==> run_1/metal_stack.png <==
Only two layers are drawn.
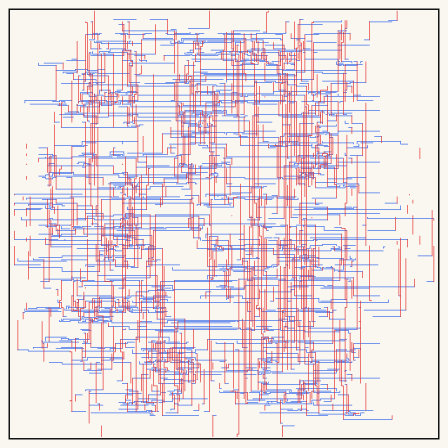
==> run_1/final_congestion.png <==
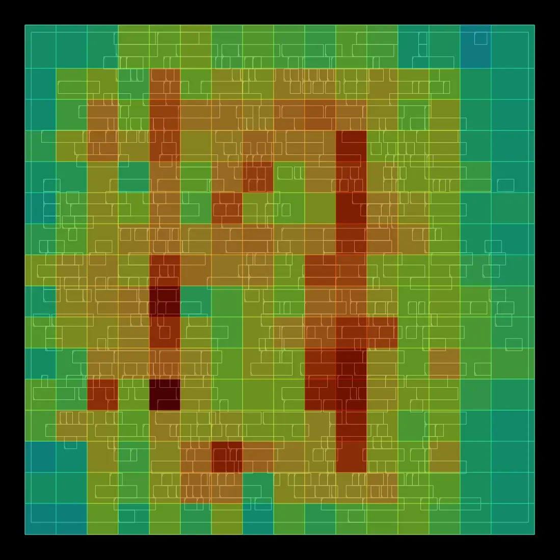
==> run_1/pdn.png <==
The bar under the picture is 20 um long. Pins as bars on the die edge. Tap cells in gray.
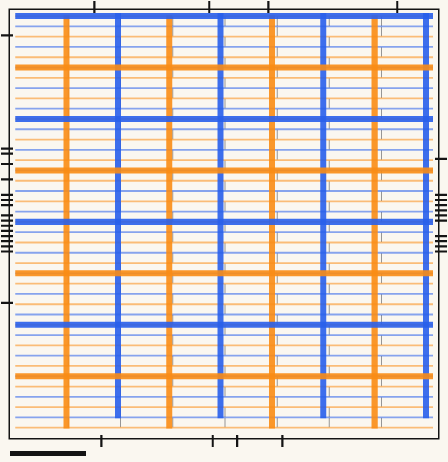
==> run_1/zoom.png <==
Window x 72 to 97, y 16 to 41 um. Cells in gray, sequential cells in the stronger gray; small squares are vias.
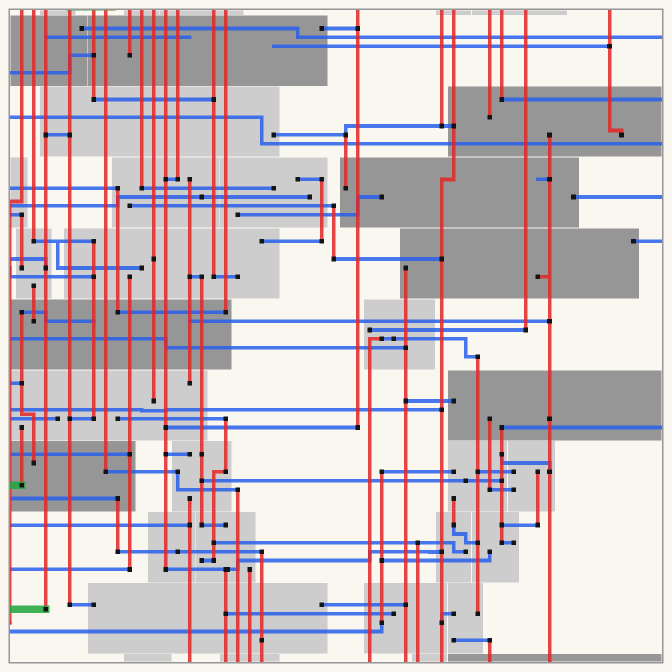
File: src/rtl/chan_event_counter.sv
// chan_event_counter: per-channel rising-edge event counters for the 1-to-8 demux outputs, with registered readback.
module chan_event_counter #(
    parameter int CNT_W = 8
) (
    input  logic             clk,
    input  logic             rst_n,
    input  logic [7:0]       y,
    input  logic             en,
    input  logic             clr,
    input  logic [2:0]       rd_sel,
    output logic [CNT_W-1:0] rd_cnt,
    output logic [7:0]       ovf,
    output logic             multi_err,
    output logic [2:0]       last_ch,
    output logic             evt
);
    logic [7:0]       y_q;
    logic [7:0]       rise;
    logic [7:0]       cnt_en;
    logic [CNT_W-1:0] cnt [8];
    logic [2:0]       hi;
    logic             multi;
    assign rise   = y & ~y_q;
    assign cnt_en = rise & {8{en & ~clr}};
    assign multi  = (y & (y - 8'd1)) != 8'd0;
    always_comb begin
        hi = 3'd0;
        for (int k = 0; k < 8; k++)
            if (cnt_en[k]) hi = 3'(k);
    end
    genvar i;
    generate
        for (i = 0; i < 8; i++) begin : g_ch
            always_ff @(posedge clk or negedge rst_n)
                if (!rst_n) begin
                    cnt[i] <= '0;
                    ovf[i] <= 1'b0;
                end else if (clr) begin
                    cnt[i] <= '0;
                    ovf[i] <= 1'b0;
                end else if (cnt_en[i]) begin
                    // saturate at all-ones and flag it instead of wrapping
                    if (cnt[i] == {CNT_W{1'b1}}) ovf[i] <= 1'b1;
                    else cnt[i] <= cnt[i] + 1'b1;
                end
        end
    endgenerate
    always_ff @(posedge clk or negedge rst_n)
        if (!rst_n) begin
            y_q       <= '0;
            rd_cnt    <= '0;
            multi_err <= 1'b0;
            last_ch   <= '0;
            evt       <= 1'b0;
        end else begin
            y_q       <= y;
            rd_cnt    <= cnt[rd_sel];
            multi_err <= clr ? 1'b0 : (multi_err | multi);
            last_ch   <= clr ? 3'd0 : (|cnt_en ? hi : last_ch);
            evt       <= |cnt_en;
        end
endmodule

File: config.mk
export PLATFORM = sky130hd
export DESIGN_NAME = chan_event_counter
export DESIGN_NICKNAME = d
export VERILOG_FILES = /design/src/rtl/chan_event_counter.sv
export SDC_FILE = /design/constraint.sdc
export NUM_CORES = 1
export LEC_CHECK = 0
export CAP_MARGIN = 20
export CORE_MARGIN = 1
export CORE_UTILIZATION = 40
export CTS_CLUSTER_SIZE = 16
export DETAILED_ROUTE_END_ITERATION = 6
export MAX_ROUTING_LAYER = met4
export PLACE_DENSITY = 0.56
export SETUP_SLACK_MARGIN = 0.1
export SYNTH_ARGS = -nofsm -noshare
export SYNTH_HDL_FRONTEND = slang
export SYNTH_SLANG_ARGS = --single-unit
File: constraint.sdc
create_clock -name clk -period 4.2 [get_ports clk]
set_clock_uncertainty 0.05 [all_clocks]
set_input_delay 0.42 -clock clk [delete_from_list [all_inputs] [get_ports clk]]
set_output_delay 0.42 -clock clk [all_outputs]
set_load 0.05 [all_outputs]
==> impl_metrics.yaml, run 1 <==
# synthesis and place-and-route metrics
routing:
  dr.pass1.iters: 4
cells_and_area:
  fin_util: 0.478
  n_all_inverters: 11
  largest_cell_class: "multi-input combinational cells"
  n_antenna_cell: 0
  stdcell_count: 645
  clock_buffers: 12
  comb_share: 0.435
  seq_share: 0.405
  nets: 516
clock_network:
  clk_pin_slew_ns: 0.06
  clock-sinks: 93
synth:
  syn_nets: 483
  ys_sh_simple: 0.201
  ys_sh_adder: 0.0203
  syn_area_um2: 4940
  flop_cell: "dfrtp_1"
  synth_cell_types: 53
  edf_count: 0
global_routing:
  antenna_found_initial: 0
  grt_pass1_vias: 3708
timing:
  finalClockPeriodUsage: 0.530
  max_slew.worst_pin.slew_ns: 0.941
  fmax_mhz: 449
  setup_viol: 0
  slew_viol_final: 0
power_and_ir_drop:
  p_int_w: 0.00151
  pwr-share-clk: 0.457
  switchingPower_w: 0.000450
placement:
  placedCellCount: 629
  gp_congestion: 0.834
floorplan:
  chip_area_um2: 12800
  fp_util: 0.411
setup_path:
  critPathLaunch: "clr"
run_status:
  outcome: "complete, no violations"
flow_run:
  warnings: 26
Notes on metal_stack.png above:
blue -> met1  # wire length 6160 um
red -> met2  # wire length 5360 um
routed wire length: 12300 um
vias: 3791
average wire per standard cell: 19.1 um
GR Util All Layers: 0.216

Notes on final_congestion.png above:
global route hottest layer: met1
GR Util met3: 0.0311

Notes on pdn.png above:
blue -> VDD
orange -> VSS
met4 straps = 8
tap cells = 147
core area: 12000 um2
Die H: 113 um
DIE WIDTH: 113 um

Notes on zoom.png above:
blue -> met1
green -> met3
orange -> met4
red -> met2
cells with their middle in the window = 24
netlist names of flops here include = cnt (5), rd_cnt (2)
sequential cells in the window = 7
most frequent = dfrtp_1 (7)

## run 1: registers in the layout, summed over array words and instances (netlist names)
register   cells
ovf            8
last_ch        3
cnt           64
rd_cnt         8
evt            1
multi_err      1
y_q            8
## run 1: through the flow
step                      power [W]  hold slack [ns]  worst slack [ns]  area, um2
after CTS                   0.00198            0.168              1.97       5750
final                       0.00196            0.130              1.97       5750
after global routing        0.00203            0.204              1.78       5750
after floorplan             0.00102           0.0744              2.37       4940
after global placement      0.00108            0.428              1.62       5420
after detailed placement    0.00108            0.438              1.60       5420
## run 1: layer usage
layer	global-route usage	vias up	share of wire
met2	0.299	77	0.44
met1	0.314	1871	0.50
met4	0.0974	0	0.025
met3	0.0311	17	0.040
met5	-	-	0
li1	-	1826	-
==> run_1/met4.png <==
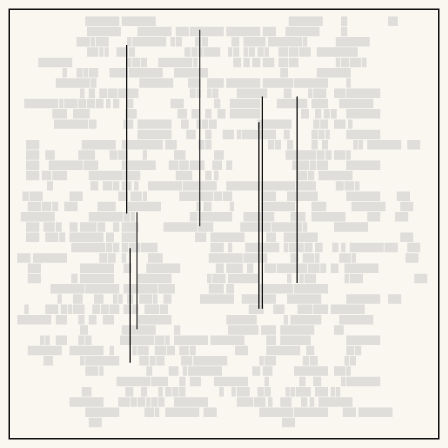

==> inputs of run 2 (changes only) <==
--- a/config.mk
+++ b/config.mk
@@ -11,7 +11,7 @@
 export CTS_CLUSTER_SIZE = 16
 export DETAILED_ROUTE_END_ITERATION = 6
 export MAX_ROUTING_LAYER = met4
-export PLACE_DENSITY = 0.56
+export PLACE_DENSITY = 0.58
 export SETUP_SLACK_MARGIN = 0.1
 export SYNTH_ARGS = -nofsm -noshare
 export SYNTH_HDL_FRONTEND = slang
==> constraint.sdc (replaced) <==
create_clock -name clk -period 1.9 [get_ports clk]
set_clock_uncertainty 0.05 [all_clocks]
set_input_delay 0.19 -clock clk [delete_from_list [all_inputs] [get_ports clk]]
set_output_delay 0.19 -clock clk [all_outputs]
set_load 0.05 [all_outputs]
==> run_2/met4.png <==
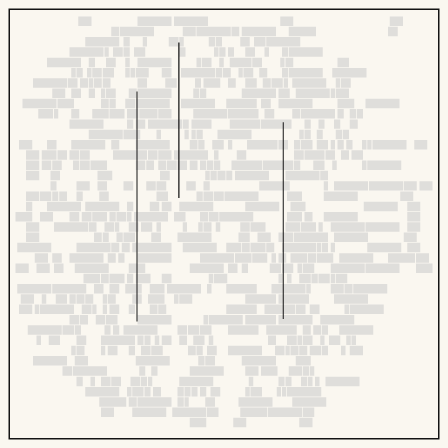
wire length on this layer = 153 um
nets with wire on the layer = 2
share of all routed wire = 1.3%
main direction = vertical
longest straight run = 60.5 um
vias: 4011
routed wire length: 12200 um

==> run_2/pdn.png <==
The bar under the picture is 20 um long. Pins as bars on the die edge. Tap cells in gray.
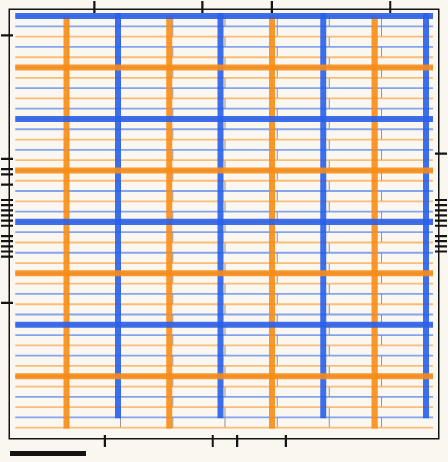
blue -> VDD
orange -> VSS
met4 straps = 8
rows = 40
signal pins = 36
met5 straps = 8
Peak VDD IR: 0.395 mV

==> impl_metrics.yaml, run 2 <==
# synthesis and place-and-route metrics
run_status:
  outcome: "complete, no violations"
floorplan:
  core_area_um2: 12000
  die_w_um: 113
  fp_util: 0.411
  die_y_um: 113
  chip_area_um2: 12800
synth:
  synth_cell_types: 53
  muxShareOfSynthArea: 0.123
  edf_count: 0
  syn_nets: 483
  syn_area_um2: 4940
  flop_cell: "dfrtp_1"
  ys_sh_simple: 0.201
cells_and_area:
  fin_util: 0.511
  nets: 565
  largest-register: "cnt"
  fin_area_um2: 6140
  stdcell_count: 694
  syn_to_final_growth_pct: 24.2
  n_antenna_cell: 0
  largest_reg_flops: 64
timing:
  setup_viol: 0
  slew_viol_final: 0
  max_slew.worst_pin.slew_ns: 0.505
  fmax_mhz: 570
  timing.hold.ws_ns: 0.184
  finalClockPeriodUsage: 0.924
  fin_ws_ns: 0.144
placement:
  gp_congestion: 0.851
  place_area_um2: 5830
  dp_slack_ns: -0.111
global_routing:
  antenna_found_initial: 0
  grt_usage: 0.213
  grt_pass1_vias: 3907
setup_path:
  cp-end-kind: "primary output"
  critPathLaunch: "last_ch[2]"
power_and_ir_drop:
  power.total_w: 0.00411
  pwr-share-clk: 0.412
  switchingPower_w: 0.00101
  p_int_w: 0.00310
clock_network:
  clk_pin_slew_ns: 0.07
  clock-sinks: 93
routing:
  dr.pass1.iters: 4
run 2: cell counts after synthesis:
Identical to the previous run, type by type.
run 2: layer usage:
layer / wire, um / share of wire / up-vias / GRT usage
met2: 5470 / 0.45 / 118 / 0.317
met4: 153 / 0.013 / 0 / 0.0640
met5: 0 / 0 / - / -
met3: 711 / 0.058 / 11 / 0.0359
li1: - / - / 1919 / -
met1: 5850 / 0.48 / 1963 / 0.298
run 2: timing repair:
action,CTS,global route
setup buffers,0,0
hold buffers,1,0
endpoints found under the setup margin,1,8
resized,1,6
hold endpoints to repair,25,0
run 2: cell type report:
cell class	instances	area share
Sequential cell	93	0.379
Clock buffer	11	0.0396
Multi-Input combinational cell	340	0.410
Timing Repair Buffer	87	0.129
Clock inverter	5	0.00591
Tap cell	147	0.0300
Inverter	11	0.00673
==> run_2/zoom.png <==
Window x 72 to 97, y 16 to 41 um. Cells in gray, sequential cells in the stronger gray; small squares are vias.
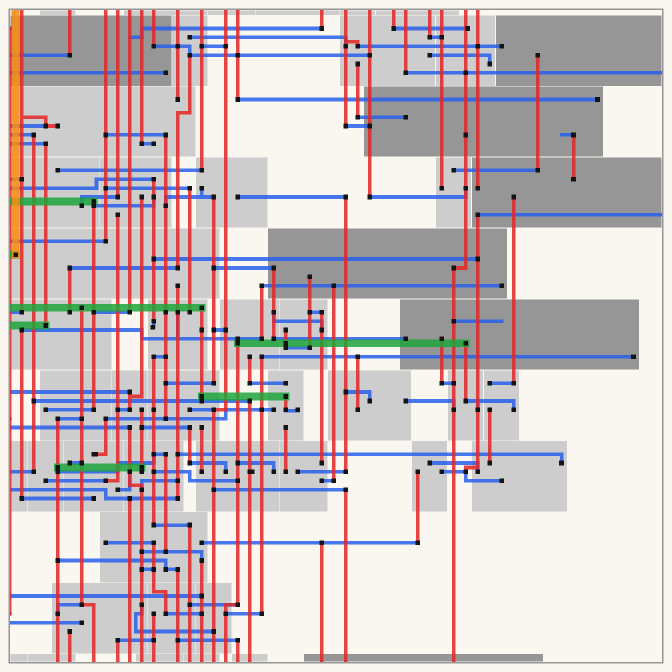

==> inputs of run 3 (changes only) <==
--- a/config.mk
+++ b/config.mk
@@ -7,12 +7,13 @@
 export LEC_CHECK = 0
 export CAP_MARGIN = 20
 export CORE_MARGIN = 1
-export CORE_UTILIZATION = 40
+export CORE_UTILIZATION = 53
 export CTS_CLUSTER_SIZE = 16
 export DETAILED_ROUTE_END_ITERATION = 6
 export MAX_ROUTING_LAYER = met4
-export PLACE_DENSITY = 0.58
+export PLACE_DENSITY_LB_ADDON = 0.12
 export SETUP_SLACK_MARGIN = 0.1
+export SLEW_MARGIN = 25
 export SYNTH_ARGS = -nofsm -noshare
 export SYNTH_HDL_FRONTEND = slang
 export SYNTH_SLANG_ARGS = --single-unit
==> run_3/zoom.png <==
Window x 61 to 86, y 12 to 37 um. Cells in gray, sequential cells in the stronger gray; small squares are vias.
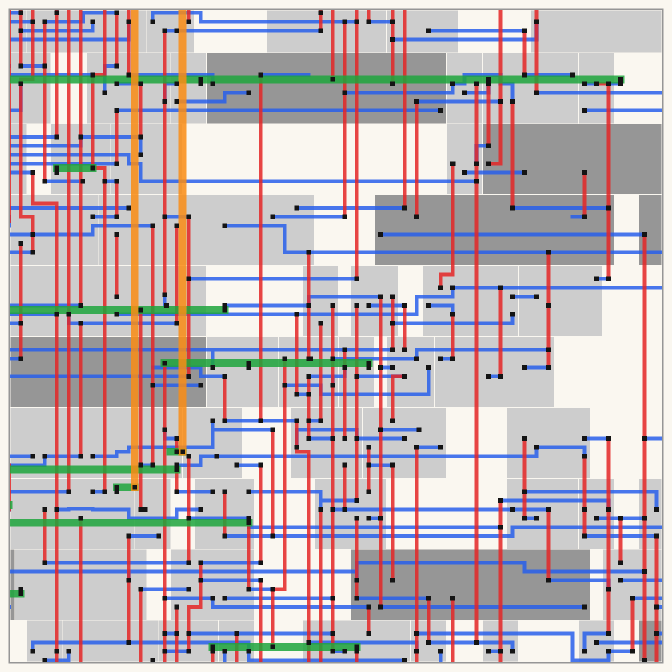
orange -> met4
red -> met2
green -> met3
blue -> met1
most frequent = nand2_1 (7), nor2_1 (5), dfrtp_1 (5)
sequential cells in the window = 5
cells with their middle in the window = 52
netlist names of flops here include = cnt (5)

==> impl_metrics.yaml, run 3 <==
# synthesis and place-and-route metrics
routing:
  wirelength_um: 12100
  route.met3.wl_um: 766
  drc: 2
  topRoutingLayerUsed: "met4"
  route.vias.total: 4135
  wl_met2_um: 5400
setup_path:
  cp-end-kind: "primary output"
  critPathLaunch: "last_ch[0]"
cells_and_area:
  largest_reg_flops: 64
  fin_util: 0.676
  stdcell_count: 655
  fin_area_um2: 6010
  syn_to_final_growth_pct: 21.7
timing:
  max_slew.worst_pin.slew_ns: 0.512
  timing.hold.ws_ns: 0.137
  setup_viol: 0
  slew_viol_final: 0
  fmax_mhz: 564
global_routing:
  grt_usage: 0.278
  grtUsageMet2: 0.394
  grt_pass1_vias: 3949
  antenna_found_initial: 0
power_and_ir_drop:
  switchingPower_w: 0.000947
  peakVddDrop_mv: 0.476
  power.total_w: 0.00376
run_status:
  violations: "DRC"
  outcome: "finished with violations"
synth:
  flop_cell: "dfrtp_1"
  syn_area_um2: 4940
  syn_nets: 483
placement:
  gp_congestion: 0.909
  place_area_um2: 5780
floorplan:
  fp_util: 0.556
clock_network:
  clock-sinks: 93
==> run_3/pdn.png <==
The bar under the picture is 20 um long. Pins as bars on the die edge. Tap cells in gray.
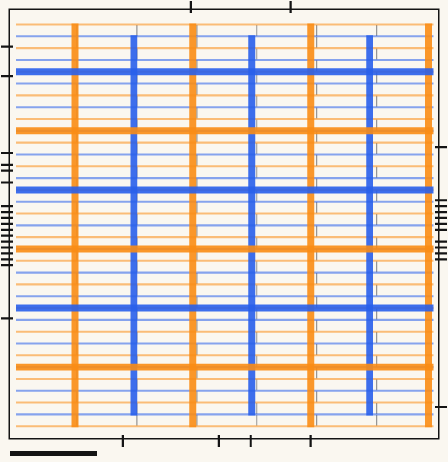
orange -> VSS
blue -> VDD
tap cells = 108
met1 rails = 35
signal pins = 36
rows = 34
DIE WIDTH: 98.5 um
core area: 8890 um2

==> run 3: cell counts after synthesis <==
No cell type changed its count.
==> run 3: what timing repair did <==
item	in CTS	in global routing
hold endpoints to repair	27	0
setup endpoints to repair	3	13
buffers inserted	0	0
gates resized	3	10
hold buffers	1	0
==> run 3: cell families after synthesis <==
kind of cell	Yosys count	synth area share
xor gates and xnor gates	18	0.0319
DFF	93	0.471
buffers and inverters	27	0.0223
and+or+nand+nor	180	0.201
muxes	39	0.123
AOI/OAI and AO/OA	95	0.131
adders and majority gates	8	0.0203
==> run 3: area by class of cell <==
type                       instances  area share
multi-input combinational        340       0.419
tap                              108      0.0225
inverter                          11     0.00687
clock buffer                      12      0.0241
timing repair buffer              87       0.132
clock inverter                     4     0.00791
sequential                        93       0.387
Power is estimated from default activity; no workload was simulated.
